### Clock wiring as the flow saved it

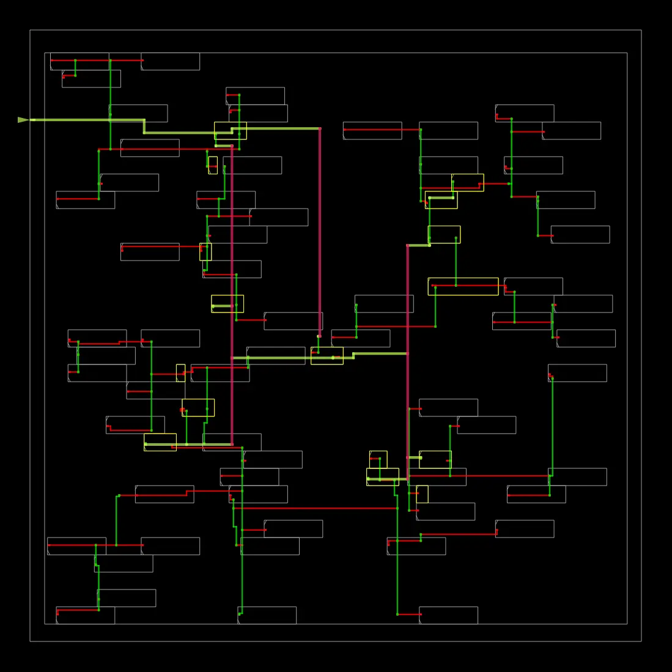
### Sequential cells colored by netlist name

Bar = 20 microns. Other sequential cells in the stronger gray, the rest of the logic in the fainter gray.
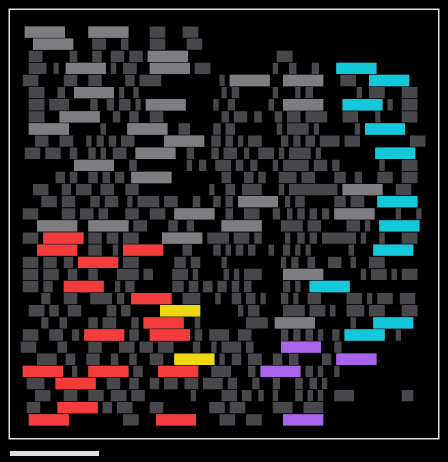
### Wire density map

The die is cut into 19 by 19 equal tiles; dark purple is low, yellow is high, scaled to the fullest tile. Values are wire area over tile area, all layers added.
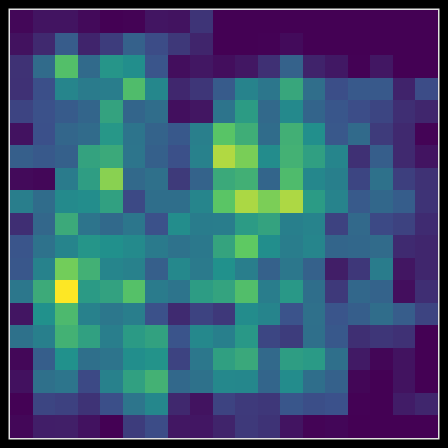
### Routed metal, one color a layer

Two of the layers only.
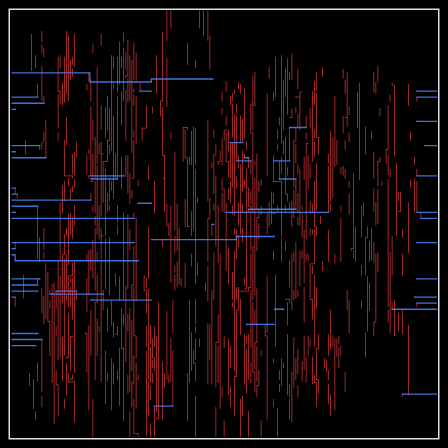
**config.mk**
```make
export PLATFORM = sky130hd
export DESIGN_NAME = iob_eth_rx_frame_ctrl_flat
export DESIGN_NICKNAME = d
export VERILOG_FILES = /design/src/rtl/iob_eth_rx_frame_ctrl_if.sv /design/src/rtl/iob_eth_rx_frame_ctrl.sv /design/src/flat_wrapper.sv
export SDC_FILE = /design/constraint.sdc
export NUM_CORES = 1
export LEC_CHECK = 0
export CAP_MARGIN = 20
export CELL_PAD_IN_SITES_DETAIL_PLACEMENT = 1
export CELL_PAD_IN_SITES_GLOBAL_PLACEMENT = 1
export CORE_MARGIN = 2
export CORE_UTILIZATION = 40
export DETAILED_ROUTE_END_ITERATION = 10
export GPL_TIMING_DRIVEN = 0
export PLACE_DENSITY = 0.77
export SYNTH_ARGS = -nofsm -noshare
export SYNTH_HDL_FRONTEND = slang
export SYNTH_SLANG_ARGS = --single-unit
```
**constraint.sdc**
```tcl
create_clock -name clk_i -period 3.2 [get_ports clk_i]
set_clock_uncertainty 0.1 [all_clocks]
set_input_delay 0.48 -clock clk_i [delete_from_list [all_inputs] [get_ports clk_i]]
set_output_delay 0.48 -clock clk_i [all_outputs]
set_load 0.05 [all_outputs]
```
**src/rtl/iob_eth_rx_frame_ctrl_if.sv**
```systemverilog
`default_nettype none
// ============================================================================
//  Module   : iob_eth_rx_frame_ctrl_if
//  Purpose  : Groups the receiver byte-stream strobes, the CPU acknowledge
//             request and the frame-status outputs of iob_eth_rx_frame_ctrl.
//  Ports    : master - receiver/CPU side (drives strobes, reads status)
//             slave  - frame controller side
//  Revision : 1.0 - initial release
// ============================================================================
interface iob_eth_rx_frame_ctrl_if #(
    parameter int BUFFER_W = 11,
    parameter int CNT_W    = 16
);
    logic                rx_sof_i;
    logic                rx_byte_valid_i;
    logic                rx_eof_i;
    logic                rx_crc_err_i;
    logic                rcv_ack_req_i;
    logic                rx_en_o;
    logic                rx_data_rcvd_o;
    logic [BUFFER_W-1:0] rx_nbytes_o;
    logic                rcv_ack_o;
    logic [CNT_W-1:0]    crc_err_cnt_o;
    logic [CNT_W-1:0]    drop_cnt_o;

    modport master (
        output rx_sof_i, rx_byte_valid_i, rx_eof_i, rx_crc_err_i, rcv_ack_req_i,
        input  rx_en_o, rx_data_rcvd_o, rx_nbytes_o, rcv_ack_o,
               crc_err_cnt_o, drop_cnt_o
    );

    modport slave (
        input  rx_sof_i, rx_byte_valid_i, rx_eof_i, rx_crc_err_i, rcv_ack_req_i,
        output rx_en_o, rx_data_rcvd_o, rx_nbytes_o, rcv_ack_o,
               crc_err_cnt_o, drop_cnt_o
    );
endinterface
`default_nettype wire

```
**src/rtl/iob_eth_rx_frame_ctrl.sv**
```systemverilog
`default_nettype none
// ============================================================================
//  Module   : iob_eth_rx_frame_ctrl
//  Purpose  : Tracks one received Ethernet frame, counts its bytes, publishes
//             good frames to the CSR side and runs a timed CPU acknowledge.
//  Ports    : clk_i     - clock
//             cke_i     - clock enable, all state holds while low
//             arst_n_i  - asynchronous active-low reset
//             bus       - slave modport: receiver strobes, ack request,
//                         rx_en/rcvd/nbytes/ack status, error/drop counters
//  Revision : 1.0 - initial release
// ============================================================================
module iob_eth_rx_frame_ctrl #(
    parameter int BUFFER_W   = 11,
    parameter int MIN_BYTES  = 64,
    parameter int ACK_CYCLES = 4,
    parameter int CNT_W      = 16
) (
    input  logic                     clk_i,
    input  logic                     cke_i,
    input  logic                     arst_n_i,
    iob_eth_rx_frame_ctrl_if.slave   bus
);

    localparam logic [1:0]          c_ST_IDLE  = 2'd0;
    localparam logic [1:0]          c_ST_RECV  = 2'd1;
    localparam logic [1:0]          c_ST_PEND  = 2'd2;
    localparam logic [1:0]          c_ST_ACK   = 2'd3;
    localparam logic [BUFFER_W-1:0] c_BYTE_MAX = '1;
    localparam logic [CNT_W-1:0]    c_CNT_MAX  = '1;
    localparam logic [3:0]          c_ACK_LOAD = 4'(ACK_CYCLES);

    logic [1:0]          state_q,    state_d;
    logic [BUFFER_W-1:0] byte_cnt_q, byte_cnt_d;
    logic [BUFFER_W-1:0] nbytes_q,   nbytes_d;
    logic                ovf_q,      ovf_d;
    logic [3:0]          ack_cnt_q,  ack_cnt_d;
    logic [CNT_W-1:0]    crc_cnt_q,  crc_cnt_d;
    logic [CNT_W-1:0]    drop_cnt_q, drop_cnt_d;

    logic                w_crc_inc;
    logic                w_drop_inc;
    logic [BUFFER_W-1:0] w_final_cnt;
    logic                w_final_ovf;
    logic [BUFFER_W-1:0] w_load_cnt;

    // Count including a byte that arrives in the same cycle as eof; the
    // counter saturates and a byte beyond the maximum marks the frame oversize.
    always_comb begin
        w_final_ovf = ovf_q | (bus.rx_byte_valid_i & (byte_cnt_q == c_BYTE_MAX));
        w_final_cnt = byte_cnt_q;
        if (bus.rx_byte_valid_i && (byte_cnt_q != c_BYTE_MAX)) begin
            w_final_cnt = byte_cnt_q + 1'b1;
        end
        w_load_cnt = BUFFER_W'(bus.rx_byte_valid_i);
    end

    always_comb begin
        state_d    = state_q;
        byte_cnt_d = byte_cnt_q;
        nbytes_d   = nbytes_q;
        ovf_d      = ovf_q;
        ack_cnt_d  = ack_cnt_q;
        w_crc_inc  = 1'b0;
        w_drop_inc = 1'b0;

        case (state_q)
            c_ST_IDLE: begin
                if (bus.rx_sof_i) begin
                    byte_cnt_d = w_load_cnt;
                    ovf_d      = 1'b0;
                    state_d    = c_ST_RECV;
                end
            end
            c_ST_RECV: begin
                byte_cnt_d = w_final_cnt;
                ovf_d      = w_final_ovf;
                // eof wins over a simultaneous sof
                if (bus.rx_eof_i) begin
                    byte_cnt_d = '0;
                    ovf_d      = 1'b0;
                    state_d    = c_ST_IDLE;
                    if (bus.rx_crc_err_i || (int'(w_final_cnt) < MIN_BYTES)) begin
                        w_crc_inc = 1'b1;
                    end else if (w_final_ovf) begin
                        w_drop_inc = 1'b1;
                    end else begin
                        nbytes_d = w_final_cnt;
                        state_d  = c_ST_PEND;
                    end
                end else if (bus.rx_sof_i) begin
                    // Restart: the abandoned frame is a drop
                    w_drop_inc = 1'b1;
                    byte_cnt_d = w_load_cnt;
                    ovf_d      = 1'b0;
                end
            end
            c_ST_PEND: begin
                // Buffer still owned by the CPU: any new frame is lost
                w_drop_inc = bus.rx_sof_i;
                if (bus.rcv_ack_req_i) begin
                    ack_cnt_d = c_ACK_LOAD;
                    state_d   = c_ST_ACK;
                end
            end
            default: begin
                w_drop_inc = bus.rx_sof_i;
                if (ack_cnt_q <= 4'd1) begin
                    ack_cnt_d = '0;
                    nbytes_d  = '0;
                    state_d   = c_ST_IDLE;
                end else begin
                    ack_cnt_d = ack_cnt_q - 1'b1;
                end
            end
        endcase

        crc_cnt_d  = crc_cnt_q;
        drop_cnt_d = drop_cnt_q;
        if (w_crc_inc && (crc_cnt_q != c_CNT_MAX)) begin
            crc_cnt_d = crc_cnt_q + 1'b1;
        end
        if (w_drop_inc && (drop_cnt_q != c_CNT_MAX)) begin
            drop_cnt_d = drop_cnt_q + 1'b1;
        end
    end

    always_ff @(posedge clk_i or negedge arst_n_i) begin
        if (!arst_n_i) begin
            state_q    <= c_ST_IDLE;
            byte_cnt_q <= '0;
            nbytes_q   <= '0;
            ovf_q      <= 1'b0;
            ack_cnt_q  <= '0;
            crc_cnt_q  <= '0;
            drop_cnt_q <= '0;
        end else if (cke_i) begin
            state_q    <= state_d;
            byte_cnt_q <= byte_cnt_d;
            nbytes_q   <= nbytes_d;
            ovf_q      <= ovf_d;
            ack_cnt_q  <= ack_cnt_d;
            crc_cnt_q  <= crc_cnt_d;
            drop_cnt_q <= drop_cnt_d;
        end
    end

    // All outputs are decoded from registered state only
    assign bus.rx_en_o        = (state_q == c_ST_IDLE) || (state_q == c_ST_RECV);
    assign bus.rx_data_rcvd_o = (state_q == c_ST_PEND) || (state_q == c_ST_ACK);
    assign bus.rcv_ack_o      = (state_q == c_ST_ACK);
    assign bus.rx_nbytes_o    = nbytes_q;
    assign bus.crc_err_cnt_o  = crc_cnt_q;
    assign bus.drop_cnt_o     = drop_cnt_q;

endmodule
`default_nettype wire

```
**src/flat_wrapper.sv**
```systemverilog
// flat-port wrapper written by rule: the top's interface ports become plain ports
module iob_eth_rx_frame_ctrl_flat 
#(
    parameter int BUFFER_W   = 11,
    parameter int MIN_BYTES  = 64,
    parameter int ACK_CYCLES = 4,
    parameter int CNT_W      = 16
)
  (clk_i, cke_i, arst_n_i, bus_rx_sof_i, bus_rx_byte_valid_i, bus_rx_eof_i, bus_rx_crc_err_i, bus_rcv_ack_req_i, bus_rx_en_o, bus_rx_data_rcvd_o, bus_rx_nbytes_o, bus_rcv_ack_o, bus_crc_err_cnt_o, bus_drop_cnt_o);
  iob_eth_rx_frame_ctrl_if #(.BUFFER_W(BUFFER_W), .CNT_W(CNT_W)) bus_i ();
  input  logic clk_i;
  input  logic cke_i;
  input  logic arst_n_i;
  input wire logic [$bits(bus_i.rx_sof_i)-1:0] bus_rx_sof_i;
  input wire logic [$bits(bus_i.rx_byte_valid_i)-1:0] bus_rx_byte_valid_i;
  input wire logic [$bits(bus_i.rx_eof_i)-1:0] bus_rx_eof_i;
  input wire logic [$bits(bus_i.rx_crc_err_i)-1:0] bus_rx_crc_err_i;
  input wire logic [$bits(bus_i.rcv_ack_req_i)-1:0] bus_rcv_ack_req_i;
  output wire logic [$bits(bus_i.rx_en_o)-1:0] bus_rx_en_o;
  output wire logic [$bits(bus_i.rx_data_rcvd_o)-1:0] bus_rx_data_rcvd_o;
  output wire logic [$bits(bus_i.rx_nbytes_o)-1:0] bus_rx_nbytes_o;
  output wire logic [$bits(bus_i.rcv_ack_o)-1:0] bus_rcv_ack_o;
  output wire logic [$bits(bus_i.crc_err_cnt_o)-1:0] bus_crc_err_cnt_o;
  output wire logic [$bits(bus_i.drop_cnt_o)-1:0] bus_drop_cnt_o;
  assign bus_i.rx_sof_i = bus_rx_sof_i;
  assign bus_i.rx_byte_valid_i = bus_rx_byte_valid_i;
  assign bus_i.rx_eof_i = bus_rx_eof_i;
  assign bus_i.rx_crc_err_i = bus_rx_crc_err_i;
  assign bus_i.rcv_ack_req_i = bus_rcv_ack_req_i;
  assign bus_rx_en_o = bus_i.rx_en_o;
  assign bus_rx_data_rcvd_o = bus_i.rx_data_rcvd_o;
  assign bus_rx_nbytes_o = bus_i.rx_nbytes_o;
  assign bus_rcv_ack_o = bus_i.rcv_ack_o;
  assign bus_crc_err_cnt_o = bus_i.crc_err_cnt_o;
  assign bus_drop_cnt_o = bus_i.drop_cnt_o;
  iob_eth_rx_frame_ctrl #(.BUFFER_W(BUFFER_W), .MIN_BYTES(MIN_BYTES), .ACK_CYCLES(ACK_CYCLES), .CNT_W(CNT_W)) u_core (.clk_i(clk_i), .cke_i(cke_i), .arst_n_i(arst_n_i), .bus(bus_i));
endmodule
```
==> deck_impl_summary.md <==
Flow Results at a Glance

Power
  – Static Leak: between 1.5 and 2 nW
  – Switch share: a little under two fifths
  – PD cells: roughly 540 mW/mm^2
  – Worst vdd ir: approximately 0.47 mV
  – Final Total Pwr: approximately 2.3 mW
  – Psw: ~860 uW
  – Int Power: about 1.4 mW
  – Clk network pwr share: about 30%
  – Comb pwr share: approximately 30%

Finish
  – Most frequent logic cell in the layout: dfrtp_1
  – Gate Area: approximately 0.0018 sq mm
  – Layout cells sized above 1: roughly 8.6%
  – Filler cells: 948
  – Top Layout Cells: dfrtp_1 (61), clkdlybuf4s50_1 (49), nand2_1 (40)
  – Finished Cell Area: between 0.004 and 0.005 sq mm
  – Non-filler instance count after layout: roughly 530
  – Fin nets: between 400 and 500
  – N_diodes: 0
  – Area Overhead vs Synth: 24.94%

Final timing
  – Period utilization: about 90%
  – FMAX: approximately 0.34 GHz
  – Slew margin rel.: 47.63%
  – Final Critical Period: around 3 ns
  – Final Hold Fails: 0
  – Post-Route Setup TNS: 0 ns
  – Worst Tran Pin Value: 0.7754 ns
  – Final WS setup: about 0.26 ns
  – Min Hold Slack: 0.1122 ns
  – Setup violators final: 0
  – RSZ-0062 raised after global routing: false
  – Final Max Tran Viols: 0

GRT
  – Gr ovfl total: 0
  – Initial antenna violation count: 0
  – Largest net degree at the start of global routing: between 60 and 70
  – First-pass GRT wire length: 15.05 mm
  – Vias in the first global route: between 3000 and 4000

Setup path
  – Crit-path max FO: 10
  – Reg2reg start: u_core.byte_cnt_q[0]
  – Crit path from: u_core.byte_cnt_q[0]
  – Reg2reg path depth: 9
  – Crit path required time: 3.32 ns
  – R2R setup slack: between 0.2 and 0.3 ns
  – Crit path kind: register to register
  – CP Launch Type: register
  – CP arrival: a little over 3 ns

Drt
  – DRC viols: 0
  – Vias per cell: between 5 and 6
  – DR iter-0 viols: around 110
  – Post-DRT Antenna Nets: 0
  – First-pass DRT Iterations: 4

CTS
  – CTS root buf: clkbuf_8
  – Hold_buf cts: 0
  – Clock buffer depth: 2
  – TritonCTS clock tree: built
  – H-tree depth: 3
  – Clock-pin slew on the worst setup and hold paths: around 0.070 ns
  – Insertion Delay late pin: ~0.34 ns
  – Setup Fix Bufs, Post-CTS: 0

Logic synthesis
  – Yosys cell types: 48
  – #FFs+latches synth: just over 60
  – Sequential area share after synthesis: ~45%
  – Post-synth ARST share: 100.0%
  – Avg Cell Area, Syn: slightly below 10 sq um
  – Cells after Synth: around 350
  – Post-synth EDFFs: 0
  – Synth Net Count: around 370
  – YS chip area: between 0.003 and 0.004 sq mm
  – Area leader share: a little under half
  – Cell taking the most area after synthesis: dfrtp_1
  – Post-synthesis instance area: roughly 0.0034 sq mm
  – Ys cells: roughly 350
  – Most common reg cell: dfrtp_1
  – Ys Warns: 0
  – Dominant cells by area after synthesis: dfrtp_1 (45%), xnor2_1 (7.5%), nand2_1 (4.4%)

Floorplanning
  – Die area: approximately 0.009 sq mm
  – Rows: 33
  – FP Core Util: between 40% and 50%
  – Die y size: 96.07 microns
  – I/O pins: 54
  – Placeable Area: 0.008217 sq mm
  – Die Span X: just under 100 microns

Run
  – MaxCap Viol Count: 0
  – OpenROAD warnings: 30

Placed design
  – Number of port buffers: 51
  – Area post-placement: about 0.0040 sq mm
  – Dpl cells: between 500 and 600
  – Gpl congestion: 0.8105
  – Hpwl dp: about 6.4 mm

Hold path
  – HP Class: input port to async pin

Outcome
  – Status: finished clean
Back to the opening pictures, 'Clock wiring as the flow saved it':
clock buf count: 12
Flops: 61
CTS sink cnt: 61
CTS Buf Count: 9

Back to the opening pictures, 'Sequential cells colored by netlist name':
Yellow is `u_core.state_q`, sequential cells 2. Red is `u_core.bus.drop_cnt_o`, sequential cells 16. Purple is `u_core.ack_cnt_q`, sequential cells 4. Cyan is `u_core.bus.rx_nbytes_o`, sequential cells 11.
Another 28 sequential cells are not colored.
sequential share of cell area: 36.03%
sequential power: 922 uW
FF/Latch Area: 0.001526 sq mm
Final Core Density: 51.56%

Back to the opening pictures, 'Wire density map':
The mean over all tiles is 0.15. The densest ninth of the die: center. The fullest tile reaches 0.50.
WL final: 8.844 mm
DR vias: 2947
GRT Util Overall: 21.36%
wire per inst: 16.85 microns

Back to the opening pictures, 'Routed metal, one color a layer':
Red is met2, wire length 4260 microns. Blue is met3, wire length 427 microns.

[kinds of logic (layout without fill, tap and decap cells)]
kind of cell | count (synthesis) | in the layout | share of synthesized area, %
xor gates and xnor gates | 35 | 35 | 9.040
buffers and inverters | 27 | 94 | 3.432
muxes | 17 | 17 | 5.129
DFF | 61 | 61 | 45.02
adders and majority gates | 9 | 9 | 3.321
AOI/OAI and AO/OA | 54 | 54 | 10.41
and+or+nand+nor | 150 | 150 | 23.65
[worst max path at each step]
stage                                  end  slack, ns  cells after the start
5_1_grt          u_core.bus.drop_cnt_o[14]      0.007                      9
4_1_cts                        bus_rx_en_o       0.15                      6
3_5_place_dp   u_core.bus.crc_err_cnt_o[6]       0.16                      7
2_1_floorplan    u_core.bus.rx_nbytes_o[7]       0.65                      9
6_report         u_core.bus.drop_cnt_o[14]       0.26                      9
3_3_place_gp   u_core.bus.crc_err_cnt_o[0]      -0.55                      1
[worst max-delay path, cell delays in order (launching register included)]
cell and delay [ns]:
dfrtp_1 0.46, ha_1 0.18, clkbuf_2 0.19, inv_1 0.13
nor4_2 0.50, nor3b_1 0.24, o211a_1 0.28, buf_1 0.39
nand4_1 0.19, xnor2_1 0.17
[per-layer routing]
layer  part of all wire [%]  vias to the layer above  wire [microns]  GRT usage, %
li1                       -                     1398               -             -
met1                     46                     1467            4042         27.01
met2                     48                       72            4258         35.82
met3                    4.8                       10             427         4.933
met4                    1.3                        0             116         7.381
met5                      0                        -               0             0
[layout make-up]
type / count / share of cell area (%)
Inverter: 12 / 1.063
Multi-Input combinational cell: 265 / 41.49
Timing Repair Buffer: 51 / 12.05
Tap cell: 105 / 3.101
Clock inverter: 4 / 1.122
Sequential cell: 61 / 36.03
Buffer: 15 / 1.713
Clock buffer: 12 / 3.426
[repair_timing]
action	in CTS	in global routing
endpoints found under the setup margin	0	25
endpoints found under the hold margin	0	0
gates resized	0	5
[state kept, by name (all words and copies together) (netlist names)]
| name | cells |
|---|---|
| u_core.ovf_q | 1 |
| u_core.state_q | 2 |
| u_core.byte_cnt_q | 11 |
| u_core.bus.rx_nbytes_o | 11 |
| u_core.bus.drop_cnt_o | 16 |
| u_core.bus.crc_err_cnt_o | 16 |
| u_core.ack_cnt_q | 4 |
[cells in the mapped netlist, types with 4 or more instances]
master	n
buf_2	4
dfrtp_1	61
or3_1	4
xor2_1	6
and4_1	6
nand4_1	19
mux2i_1	14
and3_1	11
o21ai_0	24
nand3_1	24
nor2_1	15
o31ai_1	4
nand2b_1	4
ha_1	9
a31oi_1	4
nor3_1	12
clkbuf_1	7
xnor2_1	29
nand2_1	40
a21oi_1	7
inv_1	12
[power by group through the flow]
| stage | Clock (mW) | Combinational [mW] | Sequential, mW |
|---|---|---|---|
| floorplan | 0 | 0.291 | 1.08 |
| global placement | 0 | 0.673 | 0.927 |
| detailed placement | 0 | 0.690 | 0.934 |
| CTS | 0.701 | 0.694 | 0.922 |
| global route | 0.739 | 0.751 | 0.936 |
| finish | 0.685 | 0.686 | 0.922 |
Power and IR drop assume default switching activity.
